Figure 1. Metal 2.
(4 px per µm)
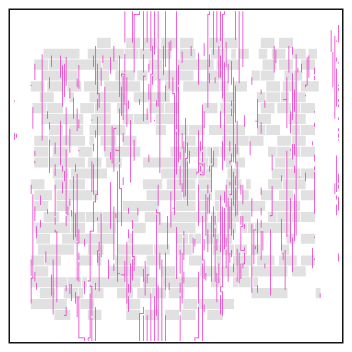
Figure 2. Clock nets.
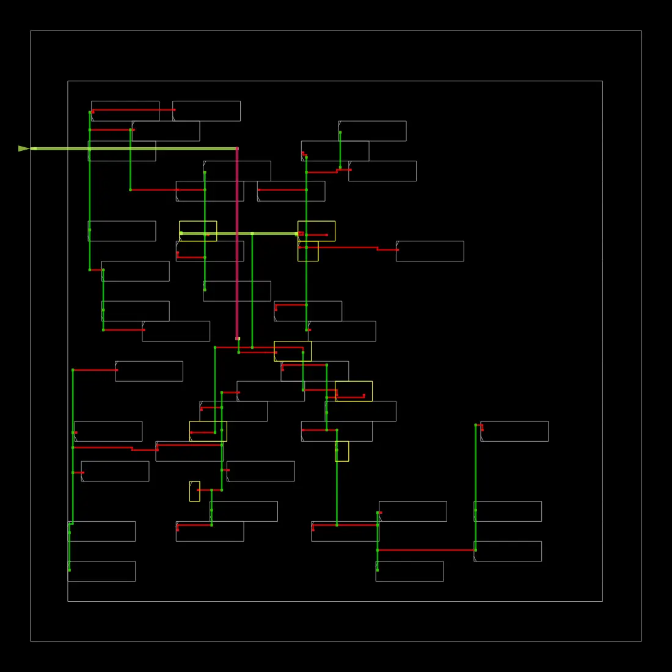
<file path="config.mk">
export PLATFORM = sky130hd
export DESIGN_NAME = write_flat
export DESIGN_NICKNAME = d
export VERILOG_FILES = /design/src/rtl/write_if.sv /design/src/rtl/write.sv /design/src/flat_wrapper.sv
export SDC_FILE = /design/constraint.sdc
export NUM_CORES = 1
export LEC_CHECK = 0
export CAP_MARGIN = 20
export CORE_MARGIN = 5
export CORE_UTILIZATION = 39
export CTS_CLUSTER_SIZE = 12
export DETAILED_ROUTE_END_ITERATION = 10
export PLACE_DENSITY_LB_ADDON = 0.05
export SETUP_SLACK_MARGIN = 0.5
export SYNTH_ARGS = -nofsm -noshare
export SYNTH_HDL_FRONTEND = slang
export SYNTH_SLANG_ARGS = --single-unit
</file>
<file path="constraint.sdc">
create_clock -name clk -period 2.99 [get_ports clk]
set_clock_uncertainty 0.2 [all_clocks]
set_input_delay 0.4485 -clock clk [delete_from_list [all_inputs] [get_ports clk]]
set_output_delay 0.4485 -clock clk [all_outputs]
set_load 0.005 [all_outputs]
</file>
<file path="src/rtl/write_if.sv">
// DRAM write-path bus: request/address/data inputs and DDR command/data pins.
// master drives the request side, slave (the write engine) drives the pins.
interface write_if;
    logic        in;
    logic        in_p;
    logic [14:0] Addr_Row;
    logic [9:0]  Addr_Column;
    logic        Addr_Column_11;
    logic        A_10;
    logic        A_12;
    logic [3:0]  BA_in;
    logic [15:0] DQ_in;
    logic        CS_n;
    logic        RAS_n;
    logic        CAS_n;
    logic        WE_n;
    logic [14:0] Addr_out;
    logic [2:0]  BA_out;
    logic        LDM;
    logic        UDM;
    logic [15:0] DQ_out;
    logic        UDQS;
    logic        LDQS;

    modport master (
        output in, in_p, Addr_Row, Addr_Column, Addr_Column_11,
        output A_10, A_12, BA_in, DQ_in,
        input  CS_n, RAS_n, CAS_n, WE_n, Addr_out, BA_out,
        input  LDM, UDM, DQ_out, UDQS, LDQS
    );

    modport slave (
        input  in, in_p, Addr_Row, Addr_Column, Addr_Column_11,
        input  A_10, A_12, BA_in, DQ_in,
        output CS_n, RAS_n, CAS_n, WE_n, Addr_out, BA_out,
        output LDM, UDM, DQ_out, UDQS, LDQS
    );
endinterface

</file>
<file path="src/rtl/write.sv">
// DDR write engine: ACTIVATE, WRITE, data burst, optional PRECHARGE.
// Ports: clk, areset (async, active-high), bus (write_if.slave).
module write #(
    parameter int TRCD = 3,
    parameter int CWL  = 5,
    parameter int TWR  = 4
) (
    input logic   clk,
    input logic   areset,
    write_if.slave bus
);
    typedef enum logic [2:0] {
        IDLE, ACT, RCD, WR, CWLW, BURST, WRR, PRE
    } state_t;

    localparam int M1   = (TRCD > CWL) ? TRCD : CWL;
    localparam int M2   = (M1 > TWR) ? M1 : TWR;
    localparam int MAXC = (M2 > 8) ? M2 : 8;
    localparam int CW   = $clog2(MAXC + 1);

    localparam logic [CW-1:0] RCD_END = CW'((TRCD > 1) ? TRCD - 2 : 0);
    localparam logic [CW-1:0] CWL_END = CW'(CWL - 2);
    localparam logic [CW-1:0] WRR_END = CW'(TWR - 1);
    localparam logic [CW-1:0] BL8_END = CW'(7);
    localparam logic [CW-1:0] BC4_END = CW'(3);

    state_t        state, state_n;
    logic [CW-1:0] cnt;

    logic [14:0] row_q;
    logic [9:0]  col_q;
    logic        c11_q;
    logic        a10_q;
    logic        a12_q;
    logic [2:0]  ba_q;
    logic        inp_q;

    logic unused_ba3;
    assign unused_ba3 = bus.BA_in[3];

    always_ff @(posedge clk or posedge areset) begin
        if (areset) begin
            state <= IDLE;
        end else begin
            state <= state_n;
        end
    end

    // Counter restarts at zero on every state change and saturates.
    always_ff @(posedge clk or posedge areset) begin
        if (areset) begin
            cnt <= '0;
        end else if (state_n != state) begin
            cnt <= '0;
        end else if (cnt != '1) begin
            cnt <= cnt + 1'b1;
        end
    end

    always_ff @(posedge clk or posedge areset) begin
        if (areset) begin
            row_q <= '0;
            col_q <= '0;
            c11_q <= 1'b0;
            a10_q <= 1'b0;
            a12_q <= 1'b0;
            ba_q  <= '0;
            inp_q <= 1'b0;
        end else if (state == IDLE && bus.in) begin
            row_q <= bus.Addr_Row;
            col_q <= bus.Addr_Column;
            c11_q <= bus.Addr_Column_11;
            a10_q <= bus.A_10;
            a12_q <= bus.A_12;
            ba_q  <= bus.BA_in[2:0];
            inp_q <= bus.in_p;
        end
    end

    always_comb begin
        state_n = state;
        unique case (state)
            IDLE:  if (bus.in) state_n = ACT;
            // With TRCD of 1 there is no NOP gap before WRITE.
            ACT:   state_n = (TRCD > 1) ? RCD : WR;
            RCD:   if (cnt == RCD_END) state_n = WR;
            WR:    state_n = CWLW;
            CWLW:  if (cnt == CWL_END) state_n = BURST;
            BURST: if (cnt == (a12_q ? BL8_END : BC4_END)) state_n = WRR;
            WRR:   if (cnt == WRR_END) state_n = inp_q ? IDLE : PRE;
            PRE:   state_n = IDLE;
            default: state_n = IDLE;
        endcase
    end

    always_comb begin
        bus.CS_n     = 1'b0;
        bus.RAS_n    = 1'b1;
        bus.CAS_n    = 1'b1;
        bus.WE_n     = 1'b1;
        bus.Addr_out = '0;
        bus.BA_out   = '0;
        bus.DQ_out   = '0;
        bus.LDM      = 1'b1;
        bus.UDM      = 1'b1;
        bus.UDQS     = 1'b0;
        bus.LDQS     = 1'b0;
        unique case (state)
            ACT: begin
                bus.RAS_n    = 1'b0;
                bus.Addr_out = row_q;
                bus.BA_out   = ba_q;
            end
            WR: begin
                bus.CAS_n    = 1'b0;
                bus.WE_n     = 1'b0;
                bus.BA_out   = ba_q;
                bus.Addr_out = {2'b00, a12_q, c11_q, inp_q, col_q};
            end
            BURST: begin
                bus.DQ_out = bus.DQ_in;
                bus.LDM    = 1'b0;
                bus.UDM    = 1'b0;
                // Strobe toggles once per beat, high on even beats.
                bus.UDQS   = ~cnt[0];
                bus.LDQS   = ~cnt[0];
            end
            PRE: begin
                bus.RAS_n    = 1'b0;
                bus.WE_n     = 1'b0;
                bus.BA_out   = ba_q;
                bus.Addr_out = {4'b0000, a10_q, 10'b0};
            end
            default: ;
        endcase
    end
endmodule

</file>
<file path="src/flat_wrapper.sv">
// flat-port wrapper written by rule: the top's interface ports become plain ports
module write_flat 
#(
    parameter int TRCD = 3,
    parameter int CWL  = 5,
    parameter int TWR  = 4
)
  (clk, areset, bus_in, bus_in_p, bus_Addr_Row, bus_Addr_Column, bus_Addr_Column_11, bus_A_10, bus_A_12, bus_BA_in, bus_DQ_in, bus_CS_n, bus_RAS_n, bus_CAS_n, bus_WE_n, bus_Addr_out, bus_BA_out, bus_LDM, bus_UDM, bus_DQ_out, bus_UDQS, bus_LDQS);
  write_if bus_i ();
  input logic clk;
  input logic areset;
  input wire logic [$bits(bus_i.in)-1:0] bus_in;
  input wire logic [$bits(bus_i.in_p)-1:0] bus_in_p;
  input wire logic [$bits(bus_i.Addr_Row)-1:0] bus_Addr_Row;
  input wire logic [$bits(bus_i.Addr_Column)-1:0] bus_Addr_Column;
  input wire logic [$bits(bus_i.Addr_Column_11)-1:0] bus_Addr_Column_11;
  input wire logic [$bits(bus_i.A_10)-1:0] bus_A_10;
  input wire logic [$bits(bus_i.A_12)-1:0] bus_A_12;
  input wire logic [$bits(bus_i.BA_in)-1:0] bus_BA_in;
  input wire logic [$bits(bus_i.DQ_in)-1:0] bus_DQ_in;
  output wire logic [$bits(bus_i.CS_n)-1:0] bus_CS_n;
  output wire logic [$bits(bus_i.RAS_n)-1:0] bus_RAS_n;
  output wire logic [$bits(bus_i.CAS_n)-1:0] bus_CAS_n;
  output wire logic [$bits(bus_i.WE_n)-1:0] bus_WE_n;
  output wire logic [$bits(bus_i.Addr_out)-1:0] bus_Addr_out;
  output wire logic [$bits(bus_i.BA_out)-1:0] bus_BA_out;
  output wire logic [$bits(bus_i.LDM)-1:0] bus_LDM;
  output wire logic [$bits(bus_i.UDM)-1:0] bus_UDM;
  output wire logic [$bits(bus_i.DQ_out)-1:0] bus_DQ_out;
  output wire logic [$bits(bus_i.UDQS)-1:0] bus_UDQS;
  output wire logic [$bits(bus_i.LDQS)-1:0] bus_LDQS;
  assign bus_i.in = bus_in;
  assign bus_i.in_p = bus_in_p;
  assign bus_i.Addr_Row = bus_Addr_Row;
  assign bus_i.Addr_Column = bus_Addr_Column;
  assign bus_i.Addr_Column_11 = bus_Addr_Column_11;
  assign bus_i.A_10 = bus_A_10;
  assign bus_i.A_12 = bus_A_12;
  assign bus_i.BA_in = bus_BA_in;
  assign bus_i.DQ_in = bus_DQ_in;
  assign bus_CS_n = bus_i.CS_n;
  assign bus_RAS_n = bus_i.RAS_n;
  assign bus_CAS_n = bus_i.CAS_n;
  assign bus_WE_n = bus_i.WE_n;
  assign bus_Addr_out = bus_i.Addr_out;
  assign bus_BA_out = bus_i.BA_out;
  assign bus_LDM = bus_i.LDM;
  assign bus_UDM = bus_i.UDM;
  assign bus_DQ_out = bus_i.DQ_out;
  assign bus_UDQS = bus_i.UDQS;
  assign bus_LDQS = bus_i.LDQS;
  write #(.TRCD(TRCD), .CWL(CWL), .TWR(TWR)) u_core (.clk(clk), .areset(areset), .bus(bus_i));
endmodule
</file>
==> impl_summary.log <==
[flow] summary of implementation run
[metrics] dominant kind of cell: non-clock buffers
[metrics] clock edge transition at the registers on the reported setup and hold paths: about 0.07 ns
[metrics] FA/HA/MAJ Cells, Area Fraction: 1.203%
[metrics] origin of the worst setup path: u_core.state[1]$_DFF_PP0_
[metrics] post-route cell area: 3216 µm²
[metrics] Post-synth top flop: sky130_fd_sc_hd__dfrtp_1
[metrics] Buffers excl. clock: ~100
[metrics] buffers inserted by post-CTS timing repair: 3
[metrics] register fraction of the total cell area: 30.43%
[metrics] depth of the critical timing path with buffers and inverters included: 4
[metrics] Hold WC Path Type: flop to flop
[metrics] Worst Setup Slack post-DPL: approximately 0.44 ns
[metrics] # Cells Yosys: 185
[metrics] slowest cell on the critical path: sky130_fd_sc_hd__clkdlybuf4s50_1
[metrics] hold path depth: 1
[metrics] vias in the first global route: 1710
[metrics] reg2reg start: u_core.state[0]$_DFF_PP0_
[metrics] register area: between 900 and 1000 µm²
[metrics] count of inserted antenna diode cells: 0
[metrics] tightest hold margin: 0.3021 ns
[metrics] maximum cell stage delay along the critical path: approximately 0.50 ns
[metrics] share of flip-flops with an asynchronous set or reset after synthesis: 100.0%
[metrics] end of the worst register-to-register path: u_core.col_q[5]$_DFFE_PP0P_
[metrics] Critical Path Sink Type: output pin
[metrics] Post-Place Cells: roughly 340
[metrics] number of H-tree levels: 2
[metrics] number of placed I/O pins: 94
[metrics] Post-Synth AOI/OAI Area: ~4.3%
[metrics] maximum ir drop on the vdd rail: 0.4271 mV
[metrics] horizontal die dimension: between 80 and 90 µm
[metrics] Min Clock Period, post-route: 2.430 ns
[metrics] result of the run: finished clean
[metrics] area growth from synthesis to final layout: 54.63%
[metrics] reported leakage power: 1.420 nW
[metrics] share of post-route cells with drive strength above 1: 21.51%
[metrics] startpoint of the most critical hold path: u_core.ba_q[0]$_DFFE_PP0P_
[metrics] clk buf depth: 2
[metrics] end point of the worst hold path: u_core.ba_q[0]$_DFFE_PP0P_
[metrics] antenna violations before repair: 0
[metrics] number of nets in the layout: 332
[metrics] top logic cell family in the synthesized netlist: multiplexers
[metrics] global-route wire length before repair: 8245 µm
[metrics] Multi-input gate area: 1013 µm²
[metrics] Layout clock area frac: 2.646%
[metrics] CTS tree: done
[metrics] number of I/O port buffers: 91
[metrics] Simple-Gate Area Share: 17.63%
[metrics] relative area of non-clock buffer cells in the final design: 32.33%
[metrics] pin count of the biggest net entering global routing: 40
[metrics] final core utilization: 62.56%
[metrics] first-pass iteration count of the detailed router: 4
[metrics] final cycle utilization of the critical path: 81.28%
[metrics] final antenna-violating net count: 0
[metrics] most frequent logic cell in the layout: sky130_fd_sc_hd__clkdlybuf4s50_1
[metrics] synthesized netlist net count: 239
[metrics] flip-flops with a built-in enable: 0
[metrics] max-slew violation total from the final report: 0
[metrics] crit path capture: bus_DQ_out[2]
[metrics] routed via count divided by cell count: between 4 and 5
[metrics] number of multi-input combinational cells: 127
[metrics] CTS root buffer: sky130_fd_sc_hd__clkbuf_8
[metrics] Tap Cells: 70
[metrics] total power of the final layout: roughly 0.0027 W
[metrics] area of the die: ~6900 µm²
[metrics] placement row count: 26
[metrics] HPWL after DPL: 3694 µm
[metrics] overall die height: approximately 83 µm
[metrics] DRC violations left: 0
[metrics] TritonCTS buffer count: 5
[metrics] Resize count post-CTS: 9
[metrics] count of final hold-check violations: 0
[metrics] Comb area share: 31.52%
[metrics] Finish-stage setup viols: 0
[metrics] number of clock-tree buffers in the layout: 6
[metrics] sequential-to-total area share from yosys stat: 46.93%
[metrics] cell count after synthesis: 185
[metrics] tally of yosys warning messages: 0
[metrics] Unique cell types: 34
[metrics] maximum clock frequency: about 410 MHz
[metrics] number of DRC markers after the initial detailed-route iteration: roughly 40
[metrics] Power Density: 828.0 nW/µm²
[metrics] Placer Congestion: ~0.76
[metrics] Worst Slack Setup Final: 0.5598 ns
[metrics] post-route non-filler standard cell count: 349
[metrics] cells along the critical path: and2b_4, buf_12, and3_1, clkdlybuf4s50_1
[metrics] synthesis area per yosys: slightly above 2000 µm²
[metrics] filler cell count: 476
[metrics] number of cells on the worst reg-to-reg path: 5
[metrics] OpenROAD warnings: 29
[metrics] setup repair after global routing missed its margin: true
-- Figure 1 (at the start) --
281 nets have wire on it. The layer holds 48% of the routed length.
final wirelength: 5080 µm
vias after detailed routing: 1692
Global Route met2 Usage: 24.49%

-- Figure 2 (at the start) --
Clock Sinks: 39
power in the clock group: 0.000337 W
flip-flops: 39

## flip-flops by register name, summed over array words and instances (netlist names)
name,cells
u_core.a10_q,1
u_core.a12_q,1
u_core.ba_q,3
u_core.c11_q,1
u_core.cnt,4
u_core.col_q,10
u_core.inp_q,1
u_core.row_q,15
u_core.state,3
## cell usage after synthesis (3+ instances only)
| cell type | instances | area share (%) |
|---|---|---|
| sky130_fd_sc_hd__a21oi_1 | 3 | 0.72 |
| sky130_fd_sc_hd__xnor2_1 | 3 | 1.3 |
| sky130_fd_sc_hd__inv_1 | 3 | 0.54 |
| sky130_fd_sc_hd__buf_6 | 3 | 1.6 |
| sky130_fd_sc_hd__mux2_2 | 32 | 17 |
| sky130_fd_sc_hd__mux2i_1 | 12 | 5.8 |
| sky130_fd_sc_hd__o21ai_0 | 4 | 0.96 |
| sky130_fd_sc_hd__buf_4 | 3 | 1.1 |
| sky130_fd_sc_hd__clkbuf_1 | 4 | 0.72 |
| sky130_fd_sc_hd__nand2b_1 | 3 | 0.90 |
| sky130_fd_sc_hd__a211oi_1 | 3 | 1.1 |
| sky130_fd_sc_hd__and3_1 | 19 | 5.7 |
| sky130_fd_sc_hd__buf_2 | 6 | 1.4 |
| sky130_fd_sc_hd__nor2_1 | 19 | 3.4 |
| sky130_fd_sc_hd__nand2_1 | 6 | 1.1 |
| sky130_fd_sc_hd__dfrtp_1 | 39 | 47 |
## power breakdown
part / internal, W / total (W) / switching (W)
combinational: 0.000822 / 0.00135 / 0.000532
sequential: 0.000795 / 0.000971 / 0.000176
clock: 0.000163 / 0.000337 / 0.000174
## metal layers
metal  global-route usage, %  wire, µm  vias to the layer above
met4                   3.566        25                        0
met1                   17.73      2297                      796
met5                       0         0                        -
met3                   4.752       316                        2
met2                   24.49      2441                       65
li1                        -         -                      829
Power is estimated from default activity; no workload was simulated.
